The metal 1 layer:
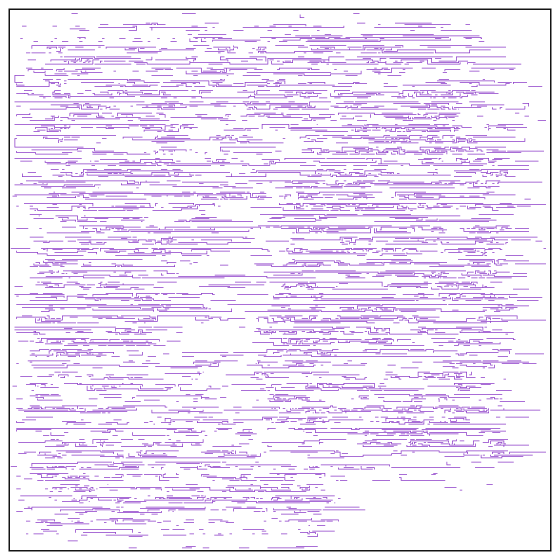
Met2 routing:
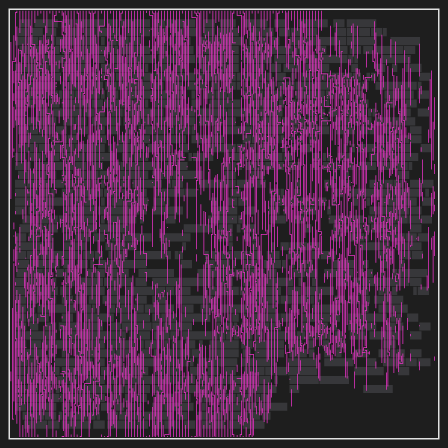
Cell area per tile:
The die is cut into 13 by 13 equal tiles; white is low, dark blue is high, 0 to 100% covered.
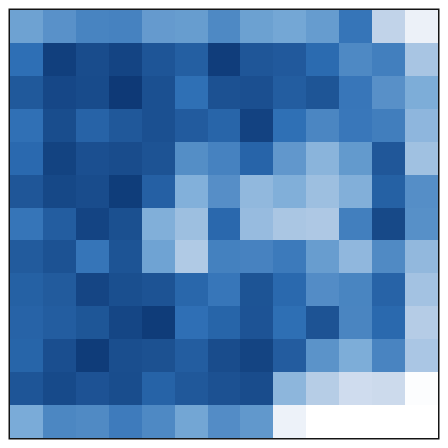
Placement view:
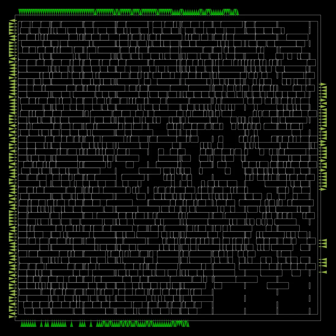
<file path="src/rtl/pool_scheduler_pkg.sv">
// Shared constants for the pool scheduler: slot field widths, NOP encoding
// and the empty-slot marker the pool uses for unused slots.
package pool_scheduler_pkg;

  localparam int unsigned XLEN_W = 32;
  localparam int unsigned OPC_W  = 17;
  localparam int unsigned REG_W  = 5;
  localparam int unsigned NREGS  = 32;

  localparam logic [OPC_W-1:0]  NOP_OPCODE   = {7'b0010011, 3'b000, 7'b0000000};
  localparam logic [XLEN_W-1:0] NOP_RINST    = 32'h0000_0013;
  localparam logic [OPC_W-1:0]  EMPTY_OPCODE = 17'h1_C000;

  // One-hot register mask; x0 never participates in hazard tracking.
  function automatic logic [NREGS-1:0] reg_mask(input logic [REG_W-1:0] idx);
    logic [NREGS-1:0] m;
    m = 32'd0;
    if (idx != 5'd0) begin
      m[idx] = 1'b1;
    end else begin
      m = 32'd0;
    end
    return m;
  endfunction

endpackage

</file>
<file path="src/rtl/pool_scoreboard.sv">
// 32-entry busy scoreboard: issue sets, writeback clears (set wins on a
// same-register collision), flush empties it. eff_busy already has WB applied.
module pool_scoreboard
  import pool_scheduler_pkg::*;
(
  input  logic             CLK,
  input  logic             RST,
  input  logic             flush,
  input  logic             set_en,
  input  logic [REG_W-1:0] set_idx,
  input  logic             clr_en,
  input  logic [REG_W-1:0] clr_idx,
  output logic [NREGS-1:0] busy,
  output logic [NREGS-1:0] eff_busy
);

  logic [NREGS-1:0] busy_r;
  logic [NREGS-1:0] set_mask_s;
  logic [NREGS-1:0] clr_mask_s;

  // Masks for this cycle's set and clear requests.
  always_comb begin
    set_mask_s = set_en ? reg_mask(set_idx) : 32'd0;
    clr_mask_s = clr_en ? reg_mask(clr_idx) : 32'd0;
  end

  assign eff_busy = busy_r & ~clr_mask_s;
  assign busy     = busy_r;

  // Busy vector update.
  always_ff @(posedge CLK or negedge RST) begin
    if (!RST) begin
      busy_r <= 32'd0;
    end else if (flush) begin
      busy_r <= 32'd0;
    end else begin
      busy_r <= eff_busy | set_mask_s;
    end
  end

endmodule

</file>
<file path="src/rtl/pool_scheduler.sv">
// Scheduler stage 1: in-order pick of one issuable pool slot per cycle onto a
// registered issue port, with scoreboard-based RAW/WAW blocking.
module pool_scheduler
  import pool_scheduler_pkg::*;
#(
  parameter  int unsigned COP_NUMS = 32'd1,
  parameter  int unsigned PNUMS    = COP_NUMS + 32'd1,
  localparam int unsigned ID_W     = (PNUMS > 32'd1) ? $clog2(PNUMS) : 32'd1
) (
  input  logic                    CLK,
  input  logic                    RST,
  input  logic                    FLUSH,
  input  logic                    STALL,
  input  logic                    MMU_WAIT,
  input  logic [XLEN_W*PNUMS-1:0] POOL_PC,
  input  logic [OPC_W*PNUMS-1:0]  POOL_OPCODE,
  input  logic [REG_W*PNUMS-1:0]  POOL_RD,
  input  logic [REG_W*PNUMS-1:0]  POOL_RS1,
  input  logic [REG_W*PNUMS-1:0]  POOL_RS2,
  input  logic [XLEN_W*PNUMS-1:0] POOL_RINST,
  input  logic                    WB_VALID,
  input  logic [REG_W-1:0]        WB_RD,
  output logic                    ISSUE_VALID,
  output logic [ID_W-1:0]         ISSUE_ID,
  output logic [XLEN_W-1:0]       ISSUE_PC,
  output logic [OPC_W-1:0]        ISSUE_OPCODE,
  output logic [REG_W-1:0]        ISSUE_RD,
  output logic [REG_W-1:0]        ISSUE_RS1,
  output logic [REG_W-1:0]        ISSUE_RS2,
  output logic [XLEN_W-1:0]       ISSUE_RINST,
  output logic                    HAZARD_STALL
);

  logic [PNUMS-1:0]  done_r;
  logic [PNUMS-1:0]  pending_s;
  logic [PNUMS-1:0]  cand_onehot_s;
  logic              cand_found_s;
  logic [ID_W-1:0]   cand_id_s;
  logic [XLEN_W-1:0] cand_pc_s;
  logic [OPC_W-1:0]  cand_opc_s;
  logic [REG_W-1:0]  cand_rd_s;
  logic [REG_W-1:0]  cand_rs1_s;
  logic [REG_W-1:0]  cand_rs2_s;
  logic [XLEN_W-1:0] cand_rinst_s;
  logic              blocked_s;
  logic              others_pending_s;
  logic              issue_s;
  logic [NREGS-1:0]  busy_s;
  logic [NREGS-1:0]  eff_busy_s;

  logic              issue_valid_r;
  logic [ID_W-1:0]   issue_id_r;
  logic [XLEN_W-1:0] issue_pc_r;
  logic [OPC_W-1:0]  issue_opc_r;
  logic [REG_W-1:0]  issue_rd_r;
  logic [REG_W-1:0]  issue_rs1_r;
  logic [REG_W-1:0]  issue_rs2_r;
  logic [XLEN_W-1:0] issue_rinst_r;

  // Priority encoder: lowest-index pending slot is the only candidate.
  always_comb begin
    pending_s     = {PNUMS{1'b0}};
    cand_onehot_s = {PNUMS{1'b0}};
    cand_found_s  = 1'b0;
    cand_id_s     = {ID_W{1'b0}};
    cand_pc_s     = 32'd0;
    cand_opc_s    = NOP_OPCODE;
    cand_rd_s     = 5'd0;
    cand_rs1_s    = 5'd0;
    cand_rs2_s    = 5'd0;
    cand_rinst_s  = NOP_RINST;
    for (int i = 0; i < int'(PNUMS); i++) begin
      pending_s[i] = (POOL_OPCODE[i*OPC_W +: OPC_W] != EMPTY_OPCODE) && !done_r[i];
      if (pending_s[i] && !cand_found_s) begin
        cand_found_s     = 1'b1;
        cand_onehot_s[i] = 1'b1;
        cand_id_s        = ID_W'(i);
        cand_pc_s        = POOL_PC[i*XLEN_W +: XLEN_W];
        cand_opc_s       = POOL_OPCODE[i*OPC_W +: OPC_W];
        cand_rd_s        = POOL_RD[i*REG_W +: REG_W];
        cand_rs1_s       = POOL_RS1[i*REG_W +: REG_W];
        cand_rs2_s       = POOL_RS2[i*REG_W +: REG_W];
        cand_rinst_s     = POOL_RINST[i*XLEN_W +: XLEN_W];
      end else begin
        cand_found_s = cand_found_s;
      end
    end
  end

  // Hazard check, issue decision and pool back-pressure.
  always_comb begin
    blocked_s        = cand_found_s &&
                       (eff_busy_s[cand_rs1_s] || eff_busy_s[cand_rs2_s] || eff_busy_s[cand_rd_s]);
    others_pending_s = |(pending_s & ~cand_onehot_s);
    issue_s          = !FLUSH && !STALL && !MMU_WAIT && cand_found_s && !blocked_s;
    HAZARD_STALL     = !FLUSH && cand_found_s && (others_pending_s || blocked_s);
  end

  pool_scoreboard u_sb (
    .CLK      (CLK),
    .RST      (RST),
    .flush    (FLUSH),
    .set_en   (issue_s),
    .set_idx  (cand_rd_s),
    .clr_en   (WB_VALID),
    .clr_idx  (WB_RD),
    .busy     (busy_s),
    .eff_busy (eff_busy_s)
  );

  // Issue register and per-slot done tracking; the word retires with its last slot.
  always_ff @(posedge CLK or negedge RST) begin
    if (!RST) begin
      issue_valid_r <= 1'b0;
      issue_id_r    <= {ID_W{1'b0}};
      issue_pc_r    <= 32'd0;
      issue_opc_r   <= NOP_OPCODE;
      issue_rd_r    <= 5'd0;
      issue_rs1_r   <= 5'd0;
      issue_rs2_r   <= 5'd0;
      issue_rinst_r <= NOP_RINST;
      done_r        <= {PNUMS{1'b0}};
    end else if (FLUSH || (!STALL && !MMU_WAIT && !issue_s)) begin
      issue_valid_r <= 1'b0;
      issue_id_r    <= {ID_W{1'b0}};
      issue_pc_r    <= 32'd0;
      issue_opc_r   <= NOP_OPCODE;
      issue_rd_r    <= 5'd0;
      issue_rs1_r   <= 5'd0;
      issue_rs2_r   <= 5'd0;
      issue_rinst_r <= NOP_RINST;
      done_r        <= FLUSH ? {PNUMS{1'b0}} : done_r;
    end else if (issue_s) begin
      issue_valid_r <= 1'b1;
      issue_id_r    <= cand_id_s;
      issue_pc_r    <= cand_pc_s;
      issue_opc_r   <= cand_opc_s;
      issue_rd_r    <= cand_rd_s;
      issue_rs1_r   <= cand_rs1_s;
      issue_rs2_r   <= cand_rs2_s;
      issue_rinst_r <= cand_rinst_s;
      done_r        <= others_pending_s ? (done_r | cand_onehot_s) : {PNUMS{1'b0}};
    end else begin
      done_r        <= done_r;
    end
  end

  assign ISSUE_VALID  = issue_valid_r;
  assign ISSUE_ID     = issue_id_r;
  assign ISSUE_PC     = issue_pc_r;
  assign ISSUE_OPCODE = issue_opc_r;
  assign ISSUE_RD     = issue_rd_r;
  assign ISSUE_RS1    = issue_rs1_r;
  assign ISSUE_RS2    = issue_rs2_r;
  assign ISSUE_RINST  = issue_rinst_r;

endmodule
</file>
<file path="config.mk">
export PLATFORM = sky130hd
export DESIGN_NAME = pool_scheduler
export DESIGN_NICKNAME = d
export VERILOG_FILES = /design/src/rtl/pool_scheduler_pkg.sv /design/src/rtl/pool_scoreboard.sv /design/src/rtl/pool_scheduler.sv
export SDC_FILE = /design/constraint.sdc
export NUM_CORES = 1
export LEC_CHECK = 0
export CAP_MARGIN = 15
export CORE_UTILIZATION = 49
export CTS_CLUSTER_SIZE = 25
export DETAILED_ROUTE_END_ITERATION = 6
export GPL_TIMING_DRIVEN = 1
export HOLD_SLACK_MARGIN = 0.12
export PLACE_DENSITY = 0.93
export SLEW_MARGIN = 20
export SYNTH_ARGS = -nofsm -noshare
export SYNTH_HDL_FRONTEND = slang
export SYNTH_HIERARCHICAL = 1
export SYNTH_SLANG_ARGS = --single-unit
export TNS_END_PERCENT = 30
</file>
<file path="constraint.sdc">
create_clock -name CLK -period 11.9 [get_ports CLK]
set_input_delay 1.19 -clock CLK [delete_from_list [all_inputs] [get_ports CLK]]
set_output_delay 1.19 -clock CLK [all_outputs]
set_load 0.05 [all_outputs]
</file>
==> reports/metrics.json <==
{
  "place": {
    "io_buffers": 301
  },
  "final_timing": {
    "period_needed_ns": 8.549,
    "grt_setup_unrepaired": "no",
    "achievable_frequency_ghz": 0.1170,
    "setup_tns_ns": 0,
    "worst_clock_skew_ns": 0.01914
  },
  "status": {
    "outcome": "complete, no violations"
  },
  "die": {
    "fp_util_pct": 50.59
  },
  "clocking": {
    "post_cts.resized_instances": 0,
    "cts_inserted_buffers": 17,
    "master_cell_of_the_clock_root_buffer": "sky130_fd_sc_hd__clkbuf_16",
    "clkTransAtPathRegs_ns": 0.06,
    "htree_num_levels": 4,
    "cts_setup_buffers": 0
  },
  "run": {
    "cap_viol_max_count": 0
  },
  "global_route": {
    "global_route.usage.total_pct": 38.42
  },
  "finish": {
    "num-fill-cells": 1134,
    "syn_to_final_growth_pct": 45.94
  },
  "worst_setup_path": {
    "timing.critical_path.fanout_max": 99,
    "regToRegStartpoint": "done_r[1]$_DFFE_PN0P_",
    "crit_path_top_delay_cell": "sky130_fd_sc_hd__or4b_4"
  },
  "detailed_routing": {
    "wirelength_um": 32840
  },
  "worst_hold_path": {
    "end_point_of_the_worst_hold_path": "ISSUE_RS2[0]$_DFFE_PN0P_"
  },
  "pwr": {
    "power_density_mw_per_mm2": 130.5
  },
  "synthesis": {
    "syn-num-nets": 1145
  }
}
About 'the metal 1 layer':
share of all routed wire: 37%
main direction: horizontal
wire length on this layer: 12200 um
longest straight run: 42.8 um

About 'met2 routing':
wire length on this layer: 15800 um
main direction: vertical
share of all routed wire: 48%

About 'cell area per tile':
nearly empty tiles: 3.0%
tiles over 75% full: 48%
emptiest ninth of the die: lower right
fullest tile: 96%
mean over tiles: 68%

About 'placement view':
fraction of standard cell area that is sequential: 28.03%
well tap count: 216

==> per-layer routing <==
metal | GRT usage [%] | part of all wire (%) | vias to the layer above
met5 | 0 | 0 | -
met4 | 21.50 | 5.0 | 0
met3 | 11.44 | 9.9 | 137
met2 | 63.34 | 48 | 597
met1 | 44.79 | 37 | 4296
li1 | - | - | 3954
==> cells in the mapped netlist, drive strengths merged, types with 15 or more instances <==
cell | number | share of area [%]
nand2 | 144 | 6.7
dfrtp | 126 | 39
inv | 126 | 5.8
a21o | 81 | 7.5
o41ai | 73 | 7.9
clkbuf | 51 | 2.4
o21ai | 50 | 3.8
a21oi | 37 | 2.3
o22ai | 37 | 2.9
nor2 | 22 | 1.0
buf | 20 | 1.8
a211oi | 15 | 1.5
a31oi | 15 | 1.2
nand3 | 15 | 0.93
==> logic make-up after synthesis <==
group	synth area share [%]
multiplexers	2.365
AND/OR/NAND/NOR	14.69
AND-OR/OR-AND	32.01
buffers and inverters	10.03
flip-flops	40.90
==> final cells by class <==
type                            count  area, sq um  share of cell area (%)
Antenna cell                        1        2.502                 0.02118
Clock buffer                       18        439.2                   3.718
Clock inverter                     14        224.0                   1.896
Inverter                          126        473.0                   4.004
Multi-Input combinational cell    613         3993                   33.80
Sequential cell                   132         3311                   28.03
Tap cell                          216        270.3                   2.288
Timing Repair Buffer              312         3100                   26.25
==> power groups by stage <==
stage / registers (mW) / clock network [mW] / logic, mW
floorplan: 0.579 / 0 / 0.171
global placement: 0.498 / 0 / 0.435
detailed placement: 0.499 / 0 / 0.438
CTS: 0.492 / 0.600 / 0.442
global route: 0.495 / 0.619 / 0.472
finish: 0.493 / 0.598 / 0.450
Power is estimated from default activity; no workload was simulated.
